## src/rtl/pass_checker_lockout.sv

```systemverilog
// Password-check engine for the door lock: compares the entered code against the stored password,
// holds unlock for a bounded time, counts consecutive failures and enters a timed lockout.
module pass_checker_lockout #(
    parameter int                    PW_WIDTH       = 16,
    parameter int                    MAX_TRIES      = 3,
    parameter int                    UNLOCK_CYCLES  = 8,
    parameter int                    LOCKOUT_CYCLES = 16,
    parameter logic [PW_WIDTH-1:0]   DEFAULT_PW     = '0
) (
    input  logic                               clk,
    input  logic                               reset,
    input  logic [PW_WIDTH-1:0]                pw_16bit,
    input  logic                               enb_cmp,
    input  logic                               enb_chg,
    output logic                               enb_lock,
    output logic                               gen_rst,
    output logic                               locked_out,
    output logic                               pw_updated,
    output logic [$clog2(MAX_TRIES+1)-1:0]     fail_cnt
);

    localparam int FW    = $clog2(MAX_TRIES + 1);
    localparam int MAX_C = (UNLOCK_CYCLES > LOCKOUT_CYCLES) ? UNLOCK_CYCLES : LOCKOUT_CYCLES;
    // Guard the degenerate case where both durations are 1 cycle.
    localparam int TW    = (MAX_C > 1) ? $clog2(MAX_C) : 1;

    localparam logic [1:0] S_IDLE    = 2'd0;
    localparam logic [1:0] S_OPEN    = 2'd1;
    localparam logic [1:0] S_LOCKOUT = 2'd2;

    logic [1:0]          state_q,      state_d;
    logic [FW-1:0]       fail_q,       fail_d;
    logic [TW-1:0]       timer_q,      timer_d;
    logic [PW_WIDTH-1:0] pw_reg_q,     pw_reg_d;
    logic                cmp_prev_q,   cmp_prev_d;
    logic                enb_lock_q,   enb_lock_d;
    logic                gen_rst_q,    gen_rst_d;
    logic                locked_out_q, locked_out_d;
    logic                pw_upd_q,     pw_upd_d;
    logic                cmp_evt;

    // Edges arriving outside IDLE are consumed here and never replayed.
    assign cmp_evt = enb_cmp & ~cmp_prev_q;

    always_comb begin
        state_d    = state_q;
        fail_d     = fail_q;
        timer_d    = timer_q;
        pw_reg_d   = pw_reg_q;
        cmp_prev_d = enb_cmp;
        gen_rst_d  = 1'b0;
        pw_upd_d   = 1'b0;
        case (state_q)
            S_IDLE: begin
                if (cmp_evt) begin
                    if (pw_16bit == pw_reg_q) begin
                        state_d = S_OPEN;
                        fail_d  = '0;
                        timer_d = TW'(UNLOCK_CYCLES - 1);
                    end else if (fail_q == FW'(MAX_TRIES - 1)) begin
                        state_d   = S_LOCKOUT;
                        fail_d    = FW'(MAX_TRIES);
                        timer_d   = TW'(LOCKOUT_CYCLES - 1);
                        gen_rst_d = 1'b1;
                    end else begin
                        fail_d = fail_q + 1'b1;
                    end
                end
            end
            S_OPEN: begin
                if (enb_chg) begin
                    pw_reg_d = pw_16bit;
                    pw_upd_d = 1'b1;
                end
                if (timer_q == '0) state_d = S_IDLE;
                else               timer_d = timer_q - 1'b1;
            end
            S_LOCKOUT: begin
                if (timer_q == '0) begin
                    state_d = S_IDLE;
                    fail_d  = '0;
                end else begin
                    timer_d = timer_q - 1'b1;
                end
            end
            default: state_d = S_IDLE;
        endcase
        enb_lock_d   = (state_d == S_OPEN);
        locked_out_d = (state_d == S_LOCKOUT);
    end

    always_ff @(posedge clk) begin
        if (reset) begin
            state_q      <= S_IDLE;
            fail_q       <= '0;
            timer_q      <= '0;
            pw_reg_q     <= DEFAULT_PW;
            cmp_prev_q   <= 1'b0;
            enb_lock_q   <= 1'b0;
            gen_rst_q    <= 1'b0;
            locked_out_q <= 1'b0;
            pw_upd_q     <= 1'b0;
        end else begin
            state_q      <= state_d;
            fail_q       <= fail_d;
            timer_q      <= timer_d;
            pw_reg_q     <= pw_reg_d;
            cmp_prev_q   <= cmp_prev_d;
            enb_lock_q   <= enb_lock_d;
            gen_rst_q    <= gen_rst_d;
            locked_out_q <= locked_out_d;
            pw_upd_q     <= pw_upd_d;
        end
    end

    assign enb_lock   = enb_lock_q;
    assign gen_rst    = gen_rst_q;
    assign locked_out = locked_out_q;
    assign pw_updated = pw_upd_q;
    assign fail_cnt   = fail_q;

endmodule

```

## config.mk

```make
export PLATFORM = sky130hd
export DESIGN_NAME = pass_checker_lockout
export DESIGN_NICKNAME = d
export VERILOG_FILES = /design/src/rtl/pass_checker_lockout.sv
export SDC_FILE = /design/constraint.sdc
export NUM_CORES = 1
export LEC_CHECK = 0
export CAP_MARGIN = 0
export CORE_MARGIN = 2
export CORE_UTILIZATION = 52
export CTS_CLUSTER_DIAMETER = 80
export DETAILED_ROUTE_END_ITERATION = 7
export HOLD_SLACK_MARGIN = 0.15
export PLACE_DENSITY = 0.9
export SLEW_MARGIN = 0
export SYNTH_ARGS = -nofsm -noshare
export SYNTH_HDL_FRONTEND = slang
export SYNTH_SLANG_ARGS = --single-unit
```

## constraint.sdc

```tcl
create_clock -name clk -period 2.43 [get_ports clk]
set_input_delay 0.243 -clock clk [delete_from_list [all_inputs] [get_ports clk]]
set_output_delay 0.243 -clock clk [all_outputs]
set_load 0.02 [all_outputs]
```

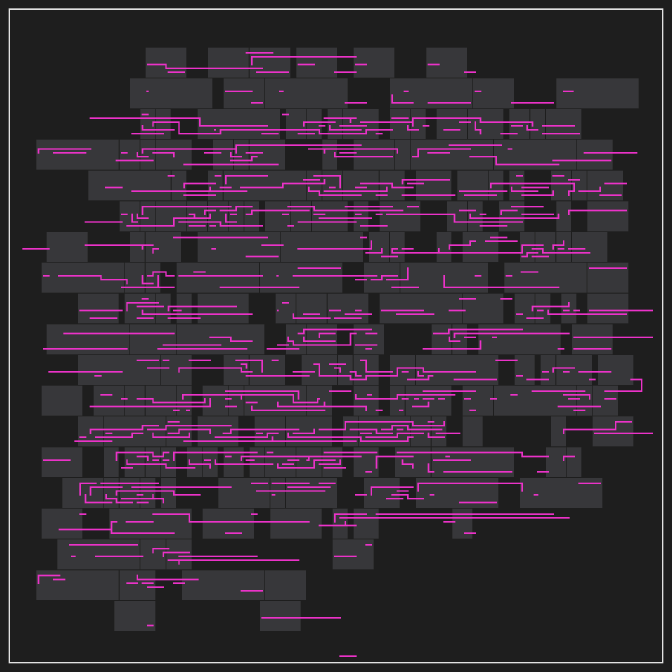
(images/layer_met1.png)
Cells faint in the background.
main direction: horizontal
nets with wire on the layer: 212
share of all routed wire: 45%

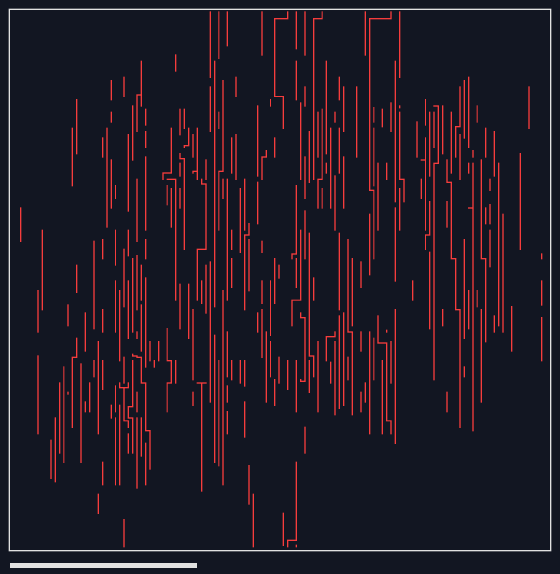
(images/layer_met2.png)
Scale bar: 20 microns.
wire length on this layer: 1520 microns
nets with wire on the layer: 182
main direction: vertical

==> run notes <==
Results of the implementation run.

The number of instances resized during post-cts repair came out at 0. The combinational gate area is 862.1 sq um. The most instantiated logic cell after routing is nand2_1. No sink is reached through more buffers than the 2 on the longest clock path.

The number of tap instances came out at 31. The power density normalized to cell area is 498.8 nW/um^2. The number of buffers added for setup after CTS is 0. The worst setup path is launched from a flop. The tally of OpenROAD warnings came out at 29.

The post-place setup slack came out at 0.2003 ns. The wire length of the first global-routing pass came out at 5216 microns. The deepest level of the CTS H-tree is 2. The static power due to leakage is 0.6513 nW. Wires add up to slightly above 3000 microns.

The overall die size recorded for this design is approximately 3300 sq um. The hold violation total from the final report came out at 0. Across the whole layout, storage elements account for around 580 sq um. For reference, the clock transition at the flip-flops on the worst setup and hold paths is 0.09 ns. The vertical die dimension came out at 57.69 microns. The total negative slack is 0 ns. The finished cells cover 1817 sq um. The number of distinct standard cells referenced by the synthesized netlist came out at 37. The arrival time reported for the critical path endpoint is 2.26 ns. The fraction of area in registers is 0.3196. The fraction of layout cells with a size suffix above 1 is 0.1078.

In the final design database the tool counted approximately 230 nets. STA classifies the critical path endpoint as a flop. Summed over all layers, the global routing overflow is 0. The mean cell area of the mapped netlist came out at approximately 8.4 sq um. TritonCTS built the clock tree. The slowest stage of the critical path belongs to the cell a221oi_2. The dominant kind of cell by area is combinational gates. Hold repair after CTS inserted 0 buffers. The final max-slew violation count recorded for this run is 0. The largest stage delay on the critical path is 0.52 ns. The achievable clock frequency came out at a little under 0.5 GHz. The total cell area reported by yosys after synthesis came out at 1499 sq um. The synthesized netlist net count is 204. The library cells used most frequently in the layout, excluding fill and tap cells, are nand2_1, dfxtp_1, clkdlybuf4s50_1, a21oi_1, xnor2_1. The sequential area share after synthesis is 0.3873. The aggregate global-route resource usage is 0.2023.

The cell area that synthesis handed to floorplanning was 1499 sq um. The script logs the ratio of routed vias to standard cells as 5.409. Clock tree synthesis selected as its root buffer the cell clkbuf_4. The number of antenna diodes is 0. The type of the setup path with the least slack is flop to flop. The floorplan report gives the top-level pin count as 26.

The clock arrives with between 0.007 and 0.008 ns of skew. After legalization and detailed placement, the total HPWL measured ~2200 microns. Setup repair after global routing left no endpoint under its margin. The starting DRC count in detailed routing is 36.

TritonRoute output was used to compute an average wire per cell of 13.02 microns. The flow ran to the end, and the final reports show no timing, DRC or antenna violations. The number of antenna violations at the first check in global routing came out at 0.

The area added between synthesis and finish came out at 21.20%. The number of detailed-routing iterations run before antenna repair is 4. The share of the clock period used by the worst path came out at 0.8341.

The final critical delay including setup and external delays is 2.027 ns. Traced cell by cell, the critical path runs through inv_1, ha_1, a221oi_2, o21ai_2, a221oi_1. The number of combinational gates with multiple inputs is 135.

Entering global routing, the biggest net connects 25 pins. The cell taking the most area after synthesis is dfxtp_1. The worst-case vdd ir drop came out at 423.2 uV. Summing all placed instances gives a cell area of 1762 sq um. The count of final setup violators is 0.

The buffer count excluding the clock tree in the final layout is 26.
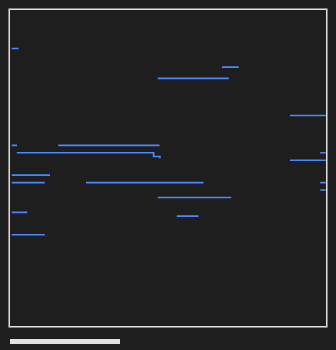
(images/layer_met3.png)
Scale bar: 20 microns.
main direction: horizontal
share of all routed wire: 4.4%

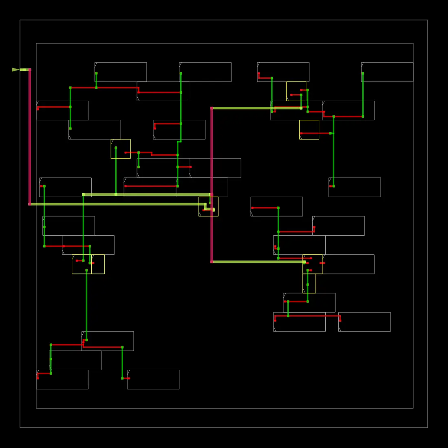
(images/clocks.png)
Clock Buffer Count: 5
TritonCTS sink count: 29
clock latency on the worst-skew pair: 0.33 ns
count of flip-flops and latches: 29
clock group power: 0.000283 W

[final timing paths]
check	from	to	slack, ns	cells after the start
worst min register to register	pw_reg_q[7]	pw_reg_q[7]	0.47	2
worst min-delay path	pw_reg_q[7]	pw_reg_q[7]	0.47	2
worst max-delay path	state_q[0]	timer_q[0]	0.40	5
worst max register to register	state_q[0]	timer_q[0]	0.40	5
[per-layer routing]
layer	up-vias	wire [microns]	track usage
li1	660	-	-
met1	584	1369	0.2419
met2	22	1515	0.3490
met3	5	135	0.04911
met4	0	40	0.07973
met5	-	0	0
[cells by family (layout without fill, tap and decap cells)]
logic type	count (synthesis)	after routing	share of synthesized area
and+or+nand+nor	79	79	0.2663
xor gates and xnor gates	17	17	0.09933
buffers and inverters	14	40	0.03757
AOI/OAI and AO/OA	33	33	0.1594
DFF	29	29	0.3873
adders and majority gates	6	6	0.05008
[power breakdown]
part           leakage (nW)  switching [W]  total [W]  internal [W]
Sequential            0.234     0.00000616   0.000488      0.000482
Combinational         0.386      0.0000628   0.000135     0.0000719
Clock                0.0310       0.000174   0.000283      0.000109
[registers in the layout (all words and copies together), names as in the netlist]
signal and flops:
pw_updated 1, pw_reg_q 16, state_q 2, gen_rst 1
cmp_prev_q 1, timer_q 4, fail_cnt 2, locked_out 1
enb_lock 1
[critical path, delay by kind of cell (launching register included)]
| family | cells | cell delay (ns) |
|---|---|---|
| flops | 1 | 0.41 |
| compound gates | 3 | 1.01 |
| fa+ha+maj | 1 | 0.43 |
| buf+inv | 1 | 0.08 |
[stage by stage]
step	std cells	util
6_report	235	0.6588
5_1_grt	235	0.6588
4_1_cts	235	0.6588
3_5_place_dp	227	0.6388
3_3_place_gp	227	0.6388
2_1_floorplan	178	-
No activity file was given, so power comes from the tool's default toggle rates.
